## src/rtl/level_judge.sv

```systemverilog
// rtl/level_judge.sv - per-level referee driving the game FSM's levelPassed/lose inputs
// Optional countdown timer enabled by defining LEVEL_JUDGE_TIMEOUT_EN.
module level_judge #(
    parameter int BASE_GOALS   = 3,
    parameter int WORLD_BONUS  = 2,
    parameter int LIVES        = 3,
    parameter int TIME_LIMIT   = 60,
    parameter int TIME_STEP    = 5,
    parameter int MIN_TIME     = 10,
    parameter int BANNER_TICKS = 2
) (
    input  logic       clk,
    input  logic       reset,
    input  logic       tick,
    input  logic       goalHit,
    input  logic       hazardHit,
    input  logic [2:0] level,
    input  logic       world,
    input  logic [2:0] gameStatus,
    output logic       levelPassed,
    output logic       lose,
    output logic [3:0] goalsLeft,
    output logic [1:0] livesLeft,
    output logic [6:0] timeLeft
);

    localparam int BW = (BANNER_TICKS > 1) ? $clog2(BANNER_TICKS) : 1;

    typedef enum logic [2:0] {
        S_IDLE,
        S_PLAY,
        S_PASS,
        S_HOLD,
        S_DEAD
    } state_t;

    state_t        state_q, state_d;
    logic [3:0]    goals_q, goals_d;
    logic [1:0]    lives_q, lives_d;
    logic [BW-1:0] banner_q, banner_d;
    logic          passed_q, passed_d;
    logic          lose_q, lose_d;

    logic [3:0] goals_load;
    logic [7:0] step_prod;
    logic [7:0] time_diff;
    logic [7:0] time_load;

    assign goals_load = 4'(BASE_GOALS) + 4'(level) + (world ? 4'(WORLD_BONUS) : 4'd0);

    // 8-bit subtraction is clamped to MIN_TIME, including the underflow case
    always_comb begin
        step_prod = 8'(TIME_STEP) * 8'(level);
        time_diff = 8'(TIME_LIMIT) - step_prod;
        time_load = time_diff;
        if (step_prod >= 8'(TIME_LIMIT) || time_diff < 8'(MIN_TIME)) begin
            time_load = 8'(MIN_TIME);
        end
    end

`ifdef LEVEL_JUDGE_TIMEOUT_EN
    logic [6:0] time_q, time_d;
`else
    logic unused_time;
    assign unused_time = ^time_load;
`endif

    always_ff @(posedge clk or posedge reset) begin
        if (reset) begin
            state_q  <= S_IDLE;
            goals_q  <= '0;
            lives_q  <= '0;
            banner_q <= '0;
            passed_q <= 1'b0;
            lose_q   <= 1'b0;
`ifdef LEVEL_JUDGE_TIMEOUT_EN
            time_q   <= '0;
`endif
        end else begin
            state_q  <= state_d;
            goals_q  <= goals_d;
            lives_q  <= lives_d;
            banner_q <= banner_d;
            passed_q <= passed_d;
            lose_q   <= lose_d;
`ifdef LEVEL_JUDGE_TIMEOUT_EN
            time_q   <= time_d;
`endif
        end
    end

    always_comb begin
        state_d  = state_q;
        goals_d  = goals_q;
        lives_d  = lives_q;
        banner_d = banner_q;
        passed_d = passed_q;
        lose_d   = lose_q;
`ifdef LEVEL_JUDGE_TIMEOUT_EN
        time_d   = time_q;
`endif
        case (state_q)
            S_IDLE: begin
                if (gameStatus == 3'd0) begin
                    goals_d  = goals_load;
                    lives_d  = 2'(LIVES);
                    passed_d = 1'b0;
                    lose_d   = 1'b0;
                    state_d  = S_PLAY;
`ifdef LEVEL_JUDGE_TIMEOUT_EN
                    time_d   = 7'(time_load);
`endif
                end
            end
            S_PLAY: begin
                if (gameStatus == 3'd3 || gameStatus == 3'd4) begin
                    state_d = S_IDLE;
                end else if (goalHit && goals_q == 4'd1) begin
                    // winning goal freezes lives and time even if other events coincide
                    goals_d  = 4'd0;
                    passed_d = 1'b1;
                    state_d  = S_PASS;
                end else begin
                    if (goalHit && goals_q != 4'd0) begin
                        goals_d = goals_q - 4'd1;
                    end
                    if (hazardHit && lives_q != 2'd0) begin
                        lives_d = lives_q - 2'd1;
                        if (lives_q == 2'd1) begin
                            lose_d  = 1'b1;
                            state_d = S_DEAD;
                        end
                    end
`ifdef LEVEL_JUDGE_TIMEOUT_EN
                    if (tick && time_q != 7'd0) begin
                        time_d = time_q - 7'd1;
                        if (time_q == 7'd1 && goals_d != 4'd0) begin
                            lose_d  = 1'b1;
                            state_d = S_DEAD;
                        end
                    end
`endif
                end
            end
            S_PASS: begin
                if (gameStatus == 3'd1 || gameStatus == 3'd2) begin
                    banner_d = '0;
                    state_d  = S_HOLD;
                end
            end
            S_HOLD: begin
                if (tick) begin
                    if (banner_q == BW'(BANNER_TICKS - 1)) begin
                        banner_d = '0;
                        passed_d = 1'b0;
                        state_d  = S_IDLE;
                    end else begin
                        banner_d = banner_q + BW'(1);
                    end
                end
            end
            S_DEAD: begin
                lose_d = 1'b1;
            end
            default: begin
                state_d = S_IDLE;
            end
        endcase
    end

    assign levelPassed = passed_q;
    assign lose        = lose_q;
    assign goalsLeft   = goals_q;
    assign livesLeft   = lives_q;
`ifdef LEVEL_JUDGE_TIMEOUT_EN
    assign timeLeft    = time_q;
`else
    assign timeLeft    = 7'd0;
`endif

endmodule

```

## config.mk

```make
export PLATFORM = sky130hd
export DESIGN_NAME = level_judge
export DESIGN_NICKNAME = d
export VERILOG_FILES = /design/src/rtl/level_judge.sv
export SDC_FILE = /design/constraint.sdc
export NUM_CORES = 1
export LEC_CHECK = 0
export ABC_CLOCK_PERIOD_IN_PS = 2600
export CAP_MARGIN = 20
export CORE_MARGIN = 2
export CORE_UTILIZATION = 40
export CTS_CLUSTER_SIZE = 16
export DETAILED_ROUTE_END_ITERATION = 8
export GPL_TIMING_DRIVEN = 0
export PLACE_DENSITY = 0.67
export SLEW_MARGIN = 25
export SYNTH_ARGS = -nofsm -noshare
export SYNTH_HDL_FRONTEND = slang
export SYNTH_SLANG_ARGS = --single-unit
```

## constraint.sdc

```tcl
create_clock -name clk -period 2.6 [get_ports clk]
set_clock_uncertainty 0.1 [all_clocks]
set_input_delay 0.39 -clock clk [delete_from_list [all_inputs] [get_ports clk]]
set_output_delay 0.39 -clock clk [all_outputs]
set_load 0.005 [all_outputs]
```

==> summary.txt <==
Observations from the implementation run.

Run status:
- The flow ran to the end, and the final reports show no timing, DRC or antenna violations.

Min path:
- The run gives the worst min-delay path category as in2async.

Final timing:
- The run gives the worst path setup slack after routing as about 0.44 ns.
- The run gives the worst slew margin relative to its limit as 64.51%.
- The run puts the max-slew violation count at 0.
- Setup repair after global routing left no endpoint under its margin.
- The final report lists the setup-violating endpoint count as 0.

Pwr:
- In this run, flip-flops and latches consume a little under half of the power.
- The analysis attributes to net switching a power of 98.46 uW.
- The run gives the power density over cell area as about 330 nW/um^2.
- The run gives the worst supply voltage drop on vdd as between 0.3 and 0.4 mV.
- The run puts the clock group power at ~150 uW.
- The run gives the total power as between 400 and 500 uW.
- The run puts the power drawn by the combinational cells at ~76 uW.
- The run puts the internal portion of total power at approximately 320 uW.

Synthesis:
- The run puts the async set or reset register ratio after synthesis at 100.0%.
- The top cell type by area accounts for between 30% and 40% of the synthesized area.
- The number of different library cells used by synthesis comes to roughly 45.
- Sequential elements use a little under a third of the synthesized area.

Layout:
- The run gives the leading cell type in the layout, fill and taps excluded as sky130_fd_sc_hd__clkdlybuf4s50_1.
- The run gives the area of the multi-input gates as 559.3 sq um.
- The run gives the number of non-filler instances in the completed layout as roughly 160.
- The run puts the total non-filler cell area in the finished layout at 1237 sq um.

Clock network:
- Counting every sink on the clock net gives 12.
- The run puts the post-CTS setup-driven buffer insertion count at 0.
- The run puts the total of cells resized after clock tree synthesis at 0.
- The run gives the number of buffers added by the clock tree synthesis step as 3.
- The run puts the number of levels the H-tree was split into at 1.

Critical path:
- STA classifies the critical path startpoint as an input port.
- The run gives the type of the setup path with the least slack as in2reg.

Route:
- The run gives the via density per instance as ~5.
- The run gives the remaining antenna violation count after routing as 0.
- The pre-antenna-repair detailed-routing pass consisted of 4 iterations.
- The run puts the wire length on met1 at 879 microns.

Global routing:
- After global routing the overflow that remains totals 0.
- The run gives the met3 capacity usage during global routing as 6.286%.
- The run puts the total routing usage reported by global routing at between 10% and 20%.
- The run gives the met1 track demand over resource in global routing as between 20% and 30%.

Place:
- Per the placement report, the placed cell count is between 150 and 200.
- The run gives the final weighted congestion of routability-driven global placement as slightly below 0.8.

Floorplanning:
- The run puts the initial core utilization at between 40% and 50%.
layout make-up:
cell class | count | share of cell area (%)
Buffer | 9 | 5.460
Clock buffer | 4 | 2.932
Inverter | 13 | 3.943
Multi-Input combinational cell | 77 | 45.20
Sequential cell | 12 | 24.27
Tap cell | 28 | 2.831
Timing Repair Buffer | 19 | 15.37
cells by family (layout without fill, tap and decap cells):
kind of cell / count (synthesis) / in the layout / synth area share (%)
and+or+nand+nor: 35 / 35 / 21.79
AOI/OAI and AO/OA: 24 / 24 / 19.82
buffers and inverters: 22 / 45 / 12.20
DFF: 12 / 12 / 31.50
adders and majority gates: 7 / 7 / 9.974
muxes: 3 / 3 / 3.412
other: 1 / 7 / 0.3933
xor gates and xnor gates: 1 / 1 / 0.9188
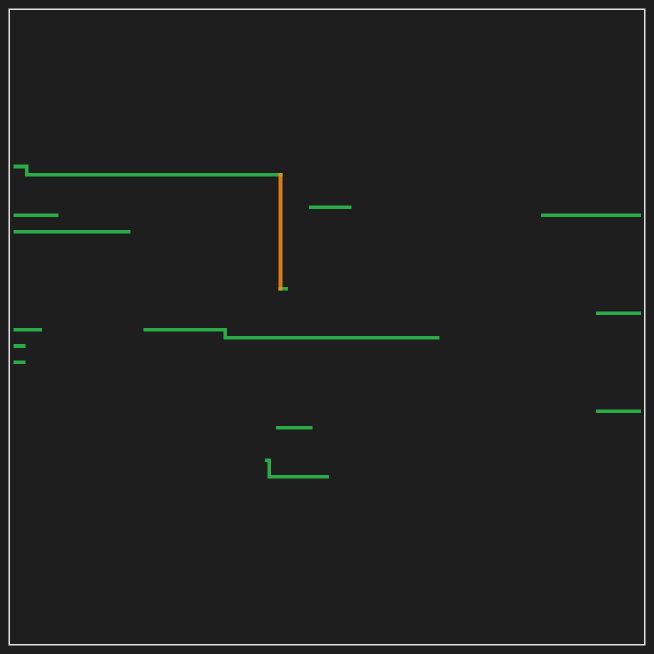
Figure 1: routed metal, one color a layer.
Scale: 12 px per micron. Only two layers are drawn.
Key: metal 4 = orange [wire length 9.50 microns]; metal 3 = green [wire length 91.7 microns]

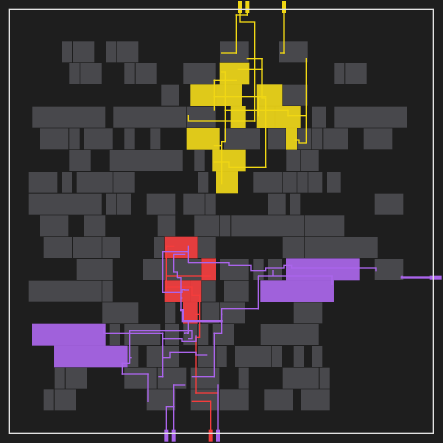
Figure 2: wires at chosen ports, followed through buffers.
Scale: 8 px per micron.
Key: goalHit = red [direction input, edge bottom, end cells 5, buffers 1, wire 39.2 microns]; gameStatus = yellow [direction input, edge top, end cells 11, buffers 3, wire 119 microns]; goalsLeft = purple [direction output, edge 3 bottom, 1 right, end cells 4, buffers 4, wire 158 microns]

No activity file was given, so power comes from the tool's default toggle rates.
